Run 1, routing congestion map:
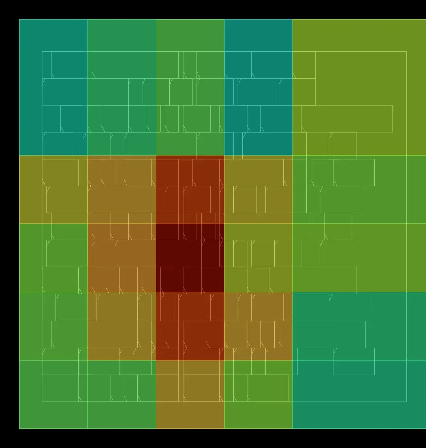
Run 1, routed clock nets over the placement:
(6 px per µm)
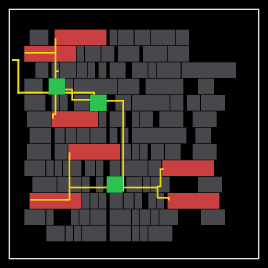
Run 1, close-up of the layout:
Window x 21 to 41, y 0 to 20 µm. Cells in grey, sequential cells in the stronger grey; small squares are vias.
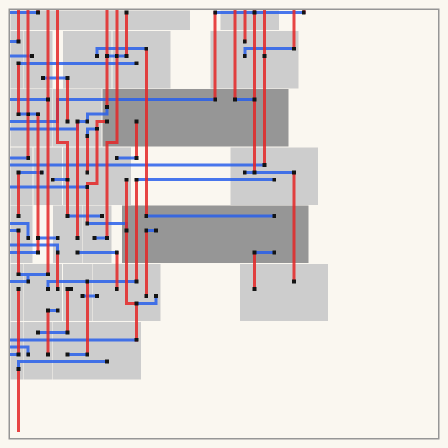
Run 1, signal wires by layer:
(10 px per µm)
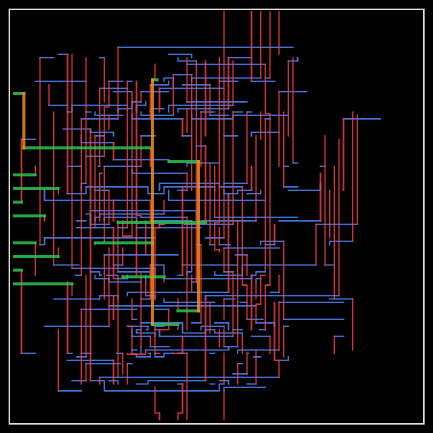
===== config.mk =====
export PLATFORM = sky130hd
export DESIGN_NAME = downcount_timer
export DESIGN_NICKNAME = d
export VERILOG_FILES = /design/src/rtl/downcount_timer.sv
export SDC_FILE = /design/constraint.sdc
export NUM_CORES = 1
export LEC_CHECK = 0
export ABC_AREA = 1
export CAP_MARGIN = 20
export CORE_MARGIN = 2
export CORE_UTILIZATION = 39
export DETAILED_ROUTE_END_ITERATION = 10
export GPL_TIMING_DRIVEN = 0
export PLACE_DENSITY = 0.78
export SYNTH_ARGS = -nofsm -noshare
export SYNTH_HDL_FRONTEND = slang
export SYNTH_SLANG_ARGS = --single-unit

===== constraint.sdc =====
create_clock -name Clock -period 1 [get_ports Clock]
set_input_delay 0.3 -clock Clock [delete_from_list [all_inputs] [get_ports Clock]]
set_output_delay 0.3 -clock Clock [all_outputs]
set_load 0.01 [all_outputs]

===== src/rtl/downcount_timer.sv =====
// ---------------------------------------------------------------------------
// downcount_timer
//
// Loadable 5-bit down-counter with a three-state controller (IDLE/RUN/DONE).
// Load copies D into the count and parks the FSM in IDLE. Start kicks off a
// countdown that decrements once per enabled cycle. When the count reaches 0
// the FSM spends exactly one cycle in DONE.
//
// Build option:
//   DOWNCOUNT_RELOAD_EN  - when defined, a reload register captures D on every
//                          Load. On leaving DONE the count is restored from it
//                          and the timer keeps running (period N+1) unless the
//                          reload value is 0. When undefined (default), the
//                          timer is one-shot and DONE always returns to IDLE.
//
// Ports:
//   Clock     in   1  rising-edge clock
//   Reset     in   1  synchronous, active-high reset (highest priority)
//   count_en  in   1  decrement enable, only looked at in RUN
//   Load      in   1  load request: Q <= D, state <= IDLE
//   D         in   5  load value (unsigned)
//   Start     in   1  start countdown request, only acted on in IDLE
//   Q         out  5  current count (registered)
//   Busy      out  1  state == RUN
//   Done      out  1  state == DONE (one cycle per completion)
//   Zero      out  1  Q == 0 (combinational)
// ---------------------------------------------------------------------------
module downcount_timer (
    input  logic       Clock,
    input  logic       Reset,
    input  logic       count_en,
    input  logic       Load,
    input  logic [4:0] D,
    input  logic       Start,
    output logic [4:0] Q,
    output logic       Busy,
    output logic       Done,
    output logic       Zero
);

    typedef enum logic [1:0] {
        IDLE = 2'd0,
        RUN  = 2'd1,
        DONE = 2'd2
    } state_t;

    // Declaration initialisers give the reset state at power-up, before the
    // first synchronous Reset is seen.
    state_t     state = IDLE;
    state_t     state_next;
    logic [4:0] q_reg = 5'd0;
    logic [4:0] q_next;
`ifdef DOWNCOUNT_RELOAD_EN
    logic [4:0] reload = 5'd0;
    logic [4:0] reload_next;
`endif

    // -----------------------------------------------------------------------
    // State registers
    // -----------------------------------------------------------------------
    // NOTE: registers are written with non-blocking assignments so every
    // flop samples the pre-edge values; blocking here would create
    // order-dependent simulation that does not match the synthesised flops.
    always_ff @(posedge Clock) begin
        if (Reset) begin
            state  <= IDLE;
            q_reg  <= 5'd0;
`ifdef DOWNCOUNT_RELOAD_EN
            reload <= 5'd0;
`endif
        end else begin
            state  <= state_next;
            q_reg  <= q_next;
`ifdef DOWNCOUNT_RELOAD_EN
            reload <= reload_next;
`endif
        end
    end

    // -----------------------------------------------------------------------
    // Next-state / next-count logic. Priority below Reset: Load > Start > count.
    // -----------------------------------------------------------------------
    // NOTE: every variable gets its hold value first, so no path through the
    // case/if tree leaves one unassigned and no latch is inferred.
    always_comb begin
        state_next  = state;
        q_next      = q_reg;
`ifdef DOWNCOUNT_RELOAD_EN
        reload_next = reload;
`endif

        if (Load) begin
            // Load aborts whatever is in progress; a coincident Start is lost.
            q_next     = D;
            state_next = IDLE;
`ifdef DOWNCOUNT_RELOAD_EN
            reload_next = D;
`endif
        end else begin
            unique case (state)
                IDLE: begin
                    if (Start) begin
                        // A zero count has nothing to run; go straight to DONE.
                        state_next = (q_reg != 5'd0) ? RUN : DONE;
                    end
                end

                RUN: begin
                    if (count_en) begin
                        // RUN is only entered with a nonzero count, but the
                        // <=1 test also keeps a stray 0 from wrapping.
                        if (q_reg <= 5'd1) begin
                            q_next     = 5'd0;
                            state_next = DONE;
                        end else begin
                            q_next = q_reg - 5'd1;
                        end
                    end
                end

                DONE: begin
`ifdef DOWNCOUNT_RELOAD_EN
                    q_next     = reload;
                    state_next = (reload != 5'd0) ? RUN : IDLE;
`else
                    state_next = IDLE;
`endif
                end

                default: begin
                    state_next = IDLE;
                end
            endcase
        end
    end

    // -----------------------------------------------------------------------
    // Outputs
    // -----------------------------------------------------------------------
    assign Q    = q_reg;
    assign Busy = (state == RUN);
    assign Done = (state == DONE);
    assign Zero = (q_reg == 5'd0);

endmodule


==> ci_impl_report.md, run 1 <==
## Implementation flow summary

| Metric | Value |
|---|---|
| Count of tool warnings | `31` |
| P_sw | `0.321 mW` |
| Nets@finish | `131` |
| Critical path endpoint | `Q[4]$_SDFFE_PP0P_` |
| MaxCap Viol Count | `0` |
| Register area share after synthesis | `0.258` |
| Share of layout cells above drive strength 1 | `0.513` |
| Core area | `roughly 1300 µm²` |
| Combinational gate area | `a little over 400 µm²` |
| Design Area, Final | `992 µm²` |
| Yosys top cell by instances | `nand2_1` |
| Cell-internal power | `around 0.65 mW` |
| Placed wire-length estimate | `903 µm` |
| Failing checks | `setup timing` |
| WL met2 | `923 µm` |
| Hold path start | `Q[3]$_SDFFE_PP0P_` |
| CTS resizes | `between 50 and 60` |
| Synth unique cells | `18` |
| Largest regs | `Q: 5 flops, state: 2 flops` |
| Critical Path Fanout Max | `4` |
| Fillers | `approximately 90` |
| Yosys stat chip area | `between 500 and 600 µm²` |
| Worst Clk Skew | `approximately 0.0070 ns` |
| Comb power | `between 0.3 and 0.4 mW` |
| Max_slew headroom | `0.796` |
| Outcome | `complete, but fails checks` |
| Clock Tree Root | `clkbuf_4` |
| Drt total wl | `1680 µm` |
| Max reg flops | `5` |
| Initial antenna violation count | `0` |
| Most frequent cells in the layout | `22 x nand2_1, 13 x buf_4, 10 x buf_6, 9 x inv_1, 8 x clkdlybuf4s50_1` |
| Metal3 WL | `63 µm` |
| Fmax | `737 MHz` |
| Final total power | `roughly 0.97 mW` |
| Peak supply drop | `a little over 0.7 mV` |
| Highest layer used for signal routing | `met4` |
| #MultiIn Comb | `58` |
| Adder Area Share | `0.0691` |
| Final Max Slew Viols | `0` |
| Unrepaired setup endpoints after global routing | `true` |
| Buffers added on ports | `17` |
| AO/OA Area Share | `0.0599` |
| Critical Path Source Type | `flip-flop` |
| Synthesis Warnings | `0` |
| Remaining global-route overflow | `0` |
| DR iter-0 viols | `18` |
| Switching portion of total power | `0.331` |
| Clock transition at path regs | `approximately 0.06 ns` |
| CTS buffer count | `3` |
| Non-Clock Buffer Area Fraction | `0.306` |
| Number of clock-tree buffers in the layout | `4` |
| Synthesized area | `~540 µm²` |
| Final setup viols | `15` |
| Minimum clock period | `about 1.4 ns` |
| Layout Cells excl Fill | `between 100 and 150` |
| CTS tree | `yes` |
| WL met1 | `~650 µm` |
| Final Cycle Share | `1.36` |
| First-pass GRT wire length | `2340 µm` |
| Setup crit start | `Q[0]$_SDFFE_PP0P_` |
| Synth flops | `7` |
| Setup CP Type | `reg -> reg` |
| Yosys simple share | `0.493` |
| FF-to-FF Start | `Q[0]$_SDFFE_PP0P_` |
| Crit-path max cell delay | `approximately 0.36 ns` |
| Chip Area | `between 1500 and 2000 µm²` |
| Final setup margin | `-0.357 ns` |
| Post-Synthesis Cells | `80` |
| Top cells by area, synth | `dfxtp_1 26%, nand2_1 17%, nor2_4 8.3%, inv_1 7.6%, nand3_1 7.4%` |
About 'routing congestion map':
met3 global-route usage: 0.0479
GRT met1 Usage: 0.267
post-layout util: 0.763
GR Util All Layers: 0.215

About 'routed clock nets over the placement':
green -> clock-net drivers  # count 3
red -> flip-flops  # count 7
yellow -> clock wires  # length 110 µm
routed clock nets = 4

About 'close-up of the layout':
blue -> M1
red -> M2
sequential cells in the window = 2
cells with their middle in the window = 19
most frequent = inv_1 (4), nand2_1 (3), buf_6 (3)
netlist names of flops here include = Q (2)

About 'signal wires by layer':
red -> M2  # wire length 923 µm
green -> M3  # wire length 63.0 µm
orange -> M4  # wire length 44.9 µm
blue -> M1  # wire length 654 µm

==> run 2: changes to the inputs <==
--- a/config.mk
+++ b/config.mk
@@ -6,6 +6,7 @@
 export NUM_CORES = 1
 export LEC_CHECK = 0
 export ABC_AREA = 1
+export ABC_CLOCK_PERIOD_IN_PS = 1000
 export CAP_MARGIN = 20
 export CORE_MARGIN = 2
 export CORE_UTILIZATION = 39
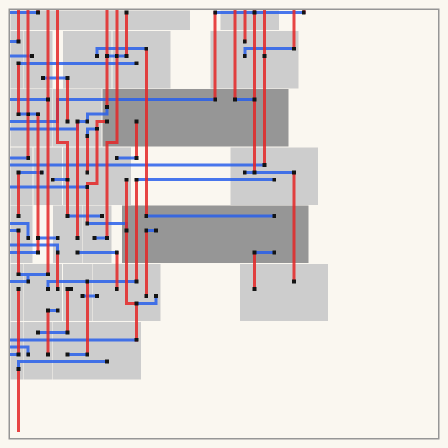
Run 2: close-up of the layout
Window x 21 to 41, y 0 to 20 µm. Cells in grey, sequential cells in the stronger grey; small squares are vias.
red -> M2
blue -> M1
most frequent = inv_1 (4), nand2_1 (3), buf_6 (3)
sequential cells in the window = 2
cells with their middle in the window = 19
netlist names of flops here include = Q (2)

==> run 2 against run 1 <==
Effect of this change:
- the flow still finishes with violations (setup timing)
- clock power barely moved
- maximum frequency did not move
- area after synthesis stayed put
- utilization is the same
- hold slack is the same
- sequential share of layout area unchanged
- clock-buffer cell count stayed put
- global-route usage stayed put
- cell area unchanged
- power stayed put
- largest cell class unchanged
- largest power group unchanged
- highest routed layer unchanged
==> ci_impl_report.md, run 2 <==
## Implementation flow summary

| Metric | Value |
|---|---|
| Outcome | `complete, but fails checks` |
| Failing checks | `setup timing` |
| CTS tree | `yes` |
| Minimum clock period | `roughly 1.4 ns` |
| Max_slew headroom | `0.796` |
| Yosys simple share | `0.493` |
| Cell-internal power | `around 0.65 mW` |
| Nets@finish | `131` |
| Fmax | `roughly 740 MHz` |
| Share of layout cells above drive strength 1 | `0.513` |
| WL met1 | `between 600 and 700 µm` |
| Largest regs | `Q: 5 flops, state: 2 flops` |
| Metal3 WL | `63 µm` |
| #MultiIn Comb | `around 58` |
| Critical Path Source Type | `flip-flop` |
| Synthesized area | `between 500 and 600 µm²` |
| DR iter-0 viols | `18` |
| Number of clock-tree buffers in the layout | `4` |
| Setup CP Type | `reg -> reg` |
| Synth flops | `7` |
| Initial antenna violation count | `0` |
| Comb power | `between 0.3 and 0.4 mW` |
| GRT met1 Usage | `0.267` |
| Post-Synthesis Cells | `80` |
| Top cells by area, synth | `dfxtp_1 26%, nand2_1 17%, nor2_4 8.3%, inv_1 7.6%, nand3_1 7.4%` |
| Final setup margin | `-0.357 ns` |
| Placed wire-length estimate | `903 µm` |
| Synthesis Warnings | `0` |
| Met3 global-route usage | `0.0479` |
| Fillers | `about 90` |
| Switching portion of total power | `0.331` |
| Unrepaired setup endpoints after global routing | `true` |
| Crit-path max cell delay | `about 0.36 ns` |
| Layout Cells excl Fill | `132` |
| Buffers added on ports | `17` |
| Setup crit start | `Q[0]$_SDFFE_PP0P_` |
| Synth unique cells | `18` |
| Highest layer used for signal routing | `met4` |
| Peak supply drop | `slightly above 0.7 mV` |
| Combinational gate area | `~410 µm²` |
| GR Util All Layers | `0.215` |
| Critical path endpoint | `Q[4]$_SDFFE_PP0P_` |
| Design Area, Final | `about 990 µm²` |
| FF-to-FF Start | `Q[0]$_SDFFE_PP0P_` |
| Yosys stat chip area | `543 µm²` |
| CTS resizes | `between 50 and 60` |
| Final setup viols | `15` |
| Non-Clock Buffer Area Fraction | `0.306` |
| Yosys top cell by instances | `nand2_1` |
| Core area | `around 1300 µm²` |
| Critical Path Fanout Max | `4` |
| Register area share after synthesis | `0.258` |
| Remaining global-route overflow | `0` |
| CTS buffer count | `3` |
| Drt total wl | `between 1500 and 2000 µm` |
| MaxCap Viol Count | `0` |
| Chip Area | `1710 µm²` |
| Worst Clk Skew | `around 0.0070 ns` |
| First-pass GRT wire length | `around 2300 µm` |
| Final total power | `between 0.9 and 1 mW` |
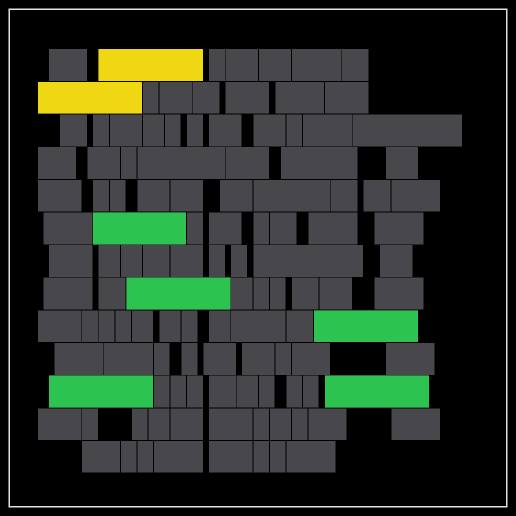
Run 2: sequential cells coloured by netlist name
(12 px per µm) Other cells in grey.
yellow -> state  # placed flops 2
green -> Q  # placed flops 5

Power is estimated from default activity; no workload was simulated.
